layers.png
(2 px per um)
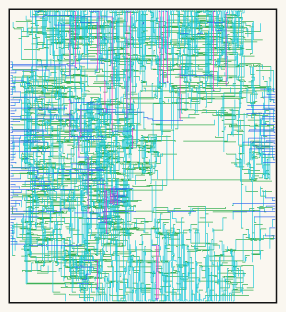
util_map.png
(2 px per um) The die is cut into 13 by 15 equal tiles; black is low, pale yellow is high, 0 to 100% covered.
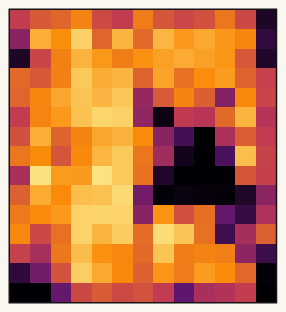
class_map.png
(2 px per um)
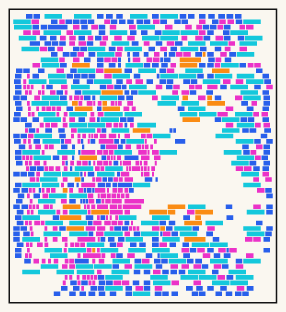
clock_nets.png
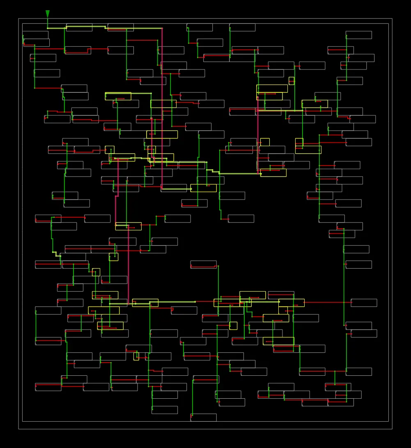
pinout.png
(2 px per um) Pins as bars across the die edge, other pins in gray.
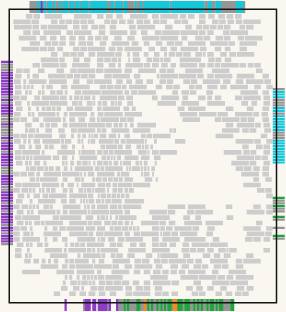
### src/rtl/sram_arbiter_pkg.sv
// Shared widths, FSM encodings and command payload for the async SRAM arbiter.
package sram_arbiter_pkg;

  localparam int unsigned SRAM_AW    = 18;
  localparam int unsigned SRAM_BANKW = 1;
  localparam int unsigned SRAM_DW    = 32;
  localparam int unsigned SRAM_BEW   = 4;
  localparam int unsigned REQ_AW     = SRAM_AW + SRAM_BANKW;

  localparam logic [1:0] ST_IDLE   = 2'd0;
  localparam logic [1:0] ST_SETUP  = 2'd1;
  localparam logic [1:0] ST_ACCESS = 2'd2;
  localparam logic [1:0] ST_END    = 2'd3;

  typedef struct packed {
    logic                we;
    logic [REQ_AW-1:0]   addr;
    logic [SRAM_BEW-1:0] be;
    logic [SRAM_DW-1:0]  wdata;
  } sram_cmd_t;

  // Bank bit selects which active-low chip select is pulled down.
  function automatic logic [1:0] bank_cs_n(input logic bank);
    return bank ? 2'b01 : 2'b10;
  endfunction

endpackage

### src/rtl/sram_rr_pick.sv
// Combinational round-robin picker: searches from ptr+1 upward with wrap.
// SRAM_ARB_FIXPRIO_EN gives requester 0 absolute priority; others rotate.
module sram_rr_pick #(
  parameter int unsigned NREQ = 3,
  parameter int unsigned IW   = 2
) (
  input  logic [NREQ-1:0] req,
  input  logic [IW-1:0]   ptr,
  output logic [NREQ-1:0] win_oh_c,
  output logic [IW-1:0]   win_idx_c,
  output logic            win_vld_c,
  output logic            ptr_upd_c
);

  always_comb begin
    logic [NREQ-1:0] msk;
    int              j;
    logic [IW-1:0]   jj;
    msk       = req;
    win_oh_c  = '0;
    win_idx_c = '0;
    win_vld_c = 1'b0;
    ptr_upd_c = 1'b0;
    j         = 0;
    jj        = '0;
`ifdef SRAM_ARB_FIXPRIO_EN
    // Requester 0 bypasses the rotation and never moves the pointer.
    msk[0] = 1'b0;
    if (req[0]) begin
      win_vld_c = 1'b1;
      win_idx_c = '0;
    end
`endif
    for (int i = 1; i <= int'(NREQ); i++) begin
      j = int'(ptr) + i;
      if (j >= int'(NREQ)) j = j - int'(NREQ);
      jj = IW'(j);
      if (!win_vld_c && msk[jj]) begin
        win_vld_c = 1'b1;
        win_idx_c = jj;
        ptr_upd_c = 1'b1;
      end
    end
    if (win_vld_c) win_oh_c[win_idx_c] = 1'b1;
  end

endmodule

### src/rtl/sram_arbiter.sv
// Async SRAM arbiter/sequencer: IDLE -> SETUP -> ACCESS(WAIT_CYC) -> END per transaction.
// Optional SRAM_ARB_FIXPRIO_EN gives requester 0 fixed priority (see sram_rr_pick).
module sram_arbiter
  import sram_arbiter_pkg::*;
#(
  parameter int unsigned NREQ     = 3,
  parameter int unsigned WAIT_CYC = 2
) (
  input  logic                   clk,
  input  logic                   reset_n,
  input  logic [NREQ-1:0]        req,
  input  logic [NREQ-1:0]        we,
  input  logic [NREQ*19-1:0]     addr,
  input  logic [NREQ*4-1:0]      be,
  input  logic [NREQ*32-1:0]     wdata,
  output logic [NREQ-1:0]        gnt,
  output logic [31:0]            rdata,
  output logic [NREQ-1:0]        rvalid,
  output logic [17:0]            ram_addr,
  output logic [1:0]             ram_cs_n,
  output logic [3:0]             ram_be_n,
  output logic                   ram_we_n,
  output logic                   ram_rd_n,
  output logic [31:0]            ram_dout,
  output logic                   ram_dout_en,
  input  logic [31:0]            ram_din
);

  localparam int unsigned IW = (NREQ > 1) ? $clog2(NREQ) : 1;

  logic [1:0]          state, state_nxt;
  logic [3:0]          cnt, cnt_nxt;
  logic [IW-1:0]       ptr, ptr_nxt;
  logic [IW-1:0]       cur, cur_nxt;
  sram_cmd_t           cmd, cmd_nxt, req_cmd;

  logic [NREQ-1:0]     win_oh;
  logic [IW-1:0]       win_idx;
  logic                win_vld;
  logic                ptr_upd;

  logic [NREQ-1:0]     gnt_nxt, rvalid_nxt;
  logic [31:0]         rdata_nxt, dout_nxt;
  logic [17:0]         addr_nxt;
  logic [1:0]          cs_n_nxt;
  logic [3:0]          be_n_nxt;
  logic                we_n_nxt, rd_n_nxt, dout_en_nxt;

  sram_rr_pick #(
    .NREQ (NREQ),
    .IW   (IW)
  ) u_pick (
    .req       (req),
    .ptr       (ptr),
    .win_oh_c  (win_oh),
    .win_idx_c (win_idx),
    .win_vld_c (win_vld),
    .ptr_upd_c (ptr_upd)
  );

  // Command of the current round-robin winner, straight from the request ports.
  always_comb begin
    req_cmd.we    = we[win_idx];
    req_cmd.addr  = addr[int'(win_idx)*REQ_AW +: REQ_AW];
    req_cmd.be    = be[int'(win_idx)*SRAM_BEW +: SRAM_BEW];
    req_cmd.wdata = wdata[int'(win_idx)*SRAM_DW +: SRAM_DW];
  end

  // Next state plus next value of every registered output.
  always_comb begin
    state_nxt   = state;
    cnt_nxt     = cnt;
    ptr_nxt     = ptr;
    cur_nxt     = cur;
    cmd_nxt     = cmd;
    gnt_nxt     = '0;
    rvalid_nxt  = '0;
    rdata_nxt   = rdata;
    addr_nxt    = ram_addr;
    cs_n_nxt    = 2'b11;
    be_n_nxt    = 4'hF;
    we_n_nxt    = 1'b1;
    rd_n_nxt    = 1'b1;
    dout_nxt    = ram_dout;
    dout_en_nxt = 1'b0;

    case (state)
      ST_IDLE: begin
        if (win_vld) begin
          state_nxt = ST_SETUP;
          cmd_nxt   = req_cmd;
          cur_nxt   = win_idx;
          gnt_nxt   = win_oh;
          if (ptr_upd) ptr_nxt = win_idx;
        end
      end
      ST_SETUP: begin
        state_nxt = ST_ACCESS;
        cnt_nxt   = 4'(WAIT_CYC - 1);
      end
      ST_ACCESS: begin
        if (cnt == 4'd0) begin
          state_nxt = ST_END;
          if (!cmd.we) begin
            rdata_nxt       = ram_din;
            rvalid_nxt[cur] = 1'b1;
          end
        end else begin
          cnt_nxt = cnt - 4'd1;
        end
      end
      default: state_nxt = ST_IDLE;
    endcase

    // Bus pins follow the phase being entered so they are valid from its first cycle.
    if (state_nxt != ST_IDLE) begin
      addr_nxt = cmd_nxt.addr[SRAM_AW-1:0];
      cs_n_nxt = bank_cs_n(cmd_nxt.addr[REQ_AW-1]);
      be_n_nxt = ~cmd_nxt.be;
      if (cmd_nxt.we) begin
        dout_nxt    = cmd_nxt.wdata;
        dout_en_nxt = 1'b1;
        we_n_nxt    = (state_nxt == ST_ACCESS) ? 1'b0 : 1'b1;
      end else begin
        rd_n_nxt    = (state_nxt == ST_END) ? 1'b1 : 1'b0;
      end
    end
  end

  // State, command latch and registered SRAM pins.
  always_ff @(posedge clk or negedge reset_n) begin
    if (!reset_n) begin
      state       <= ST_IDLE;
      cnt         <= '0;
      ptr         <= IW'(NREQ - 1);
      cur         <= '0;
      cmd         <= '0;
      gnt         <= '0;
      rvalid      <= '0;
      rdata       <= '0;
      ram_addr    <= '0;
      ram_cs_n    <= 2'b11;
      ram_be_n    <= 4'hF;
      ram_we_n    <= 1'b1;
      ram_rd_n    <= 1'b1;
      ram_dout    <= '0;
      ram_dout_en <= 1'b0;
    end else begin
      state       <= state_nxt;
      cnt         <= cnt_nxt;
      ptr         <= ptr_nxt;
      cur         <= cur_nxt;
      cmd         <= cmd_nxt;
      gnt         <= gnt_nxt;
      rvalid      <= rvalid_nxt;
      rdata       <= rdata_nxt;
      ram_addr    <= addr_nxt;
      ram_cs_n    <= cs_n_nxt;
      ram_be_n    <= be_n_nxt;
      ram_we_n    <= we_n_nxt;
      ram_rd_n    <= rd_n_nxt;
      ram_dout    <= dout_nxt;
      ram_dout_en <= dout_en_nxt;
    end
  end

endmodule

### config.mk
export PLATFORM = sky130hd
export DESIGN_NAME = sram_arbiter
export DESIGN_NICKNAME = d
export VERILOG_FILES = /design/src/rtl/sram_arbiter_pkg.sv /design/src/rtl/sram_rr_pick.sv /design/src/rtl/sram_arbiter.sv
export SDC_FILE = /design/constraint.sdc
export NUM_CORES = 1
export LEC_CHECK = 0
export CAP_MARGIN = 20
export CORE_ASPECT_RATIO = 1.1
export CORE_UTILIZATION = 39
export CTS_CLUSTER_DIAMETER = 80
export CTS_CLUSTER_SIZE = 25
export DETAILED_ROUTE_END_ITERATION = 8
export GPL_TIMING_DRIVEN = 0
export PLACE_DENSITY = 0.77
export SYNTH_ARGS = -nofsm -noshare
export SYNTH_HDL_FRONTEND = slang
export SYNTH_SLANG_ARGS = --single-unit
export TNS_END_PERCENT = 30
### constraint.sdc
create_clock -name clk -period 2.98 [get_ports clk]
set_input_delay 0.298 -clock clk [delete_from_list [all_inputs] [get_ports clk]]
set_output_delay 0.298 -clock clk [all_outputs]
set_load 0.005 [all_outputs]
==> flow_metrics.tcl <==
# yosys + openroad results
set metrics [dict create \
    antenna_cells 0 \
    cpMaxStageDelayCell "dfrtp_1" \
    hpwl_um 17100 \
    io_pins 302 \
    highest_layer "met4" \
    grt_use_met1_pct 30.0 \
    tritoncts "yes" \
    syn_area_mm2 0.00735 \
    rsz0062_at_grt "true" \
    cts_buffers 17 \
    max-slew-margin-rel_pct 64.1 \
    antenna_found_initial 0 \
    holdWs_ns 0.432 \
    htreeDepth 4 \
    outcome "complete, but fails checks" \
    drive_above_1_share_pct 16.4 \
    critPathCaptureType "flip-flop" \
    skew_ns 0.0108 \
    buf_share_pct 29.8 \
    port_buffers 301 \
    area_growth_pct 60.4 \
    path_depth 12 \
    layout_min_cycle_time_ns 2.99 \
    fa_ha_area_share_pct 1.70 \
    ys_sh_xor_pct 0.119 \
    lay_top_cells "300 x clkdlybuf4s50_1, 153 x dfrtp_1, 43 x o21ai_0, 35 x mux2_2, 33 x a22o_1" \
    slowest_delay_ns 0.39 \
    clkPwrFrac_pct 15.9 \
    gp_congestion 0.874 \
    die_x_um 133 \
    syn_area_per_cell_um2 12.0 \
    tns_ns -0.0307 \
    synth-simple-area-share_pct 7.43 \
    setup_ws_ns -0.00638 \
    setup_viol 13 \
    worstSetupEndpoint "ram_dout[30]" \
    placed_area_mm2 0.0107 \
    failed_checks "negative setup slack" \
    grt.total_usage_pct 24.6 \
    nClkBuffers 17 \
    largestClassByArea "registers" \
]
About layers.png:
legend:
  M4:
    color: magenta
    wire_length: 698 um
  M2:
    color: cyan
    wire_length: 12200 um
  M1:
    color: green
    wire_length: 9600 um
  M3:
    color: blue
    wire_length: 1390 um
routed vias: 6591
Routed WL: 23900 um

About util_map.png:
emptiest ninth of the die: middle right
nearly empty tiles: 6.2%
fullest tile: 94%
tiles over 75% full: 32%
mean over tiles: 59%
Final Util: 64.0%
core area: 0.0184 mm2
initial core utilization: 39.9%

About class_map.png:
legend:
  sequential cells:
    color: cyan
    cells: 162
  clock drivers and dummy loads:
    color: orange
    cells: 32
  remaining logic cells:
    color: magenta
    cells: 401
  remaining buffers and delay cells:
    color: blue
    cells: 371

About clock_nets.png:
sequential cell count: 162
Clock Sinks: 162

About pinout.png:
legend:
  wdata:
    color: cyan
    pins: 96
    direction: input
    edge: 76 top, 20 right
  reset_n:
    color: blue
    pins: 1
    direction: input
    edge: top
  rvalid:
    color: orange
    pins: 3
    direction: output
    edge: bottom
  ram_din:
    color: green
    pins: 32
    direction: input
    edge: 28 bottom, 4 right
  addr:
    color: purple
    pins: 57
    direction: input
    edge: 44 left, 13 bottom
all pins by edge: 117 top, 78 bottom, 68 left, 39 right

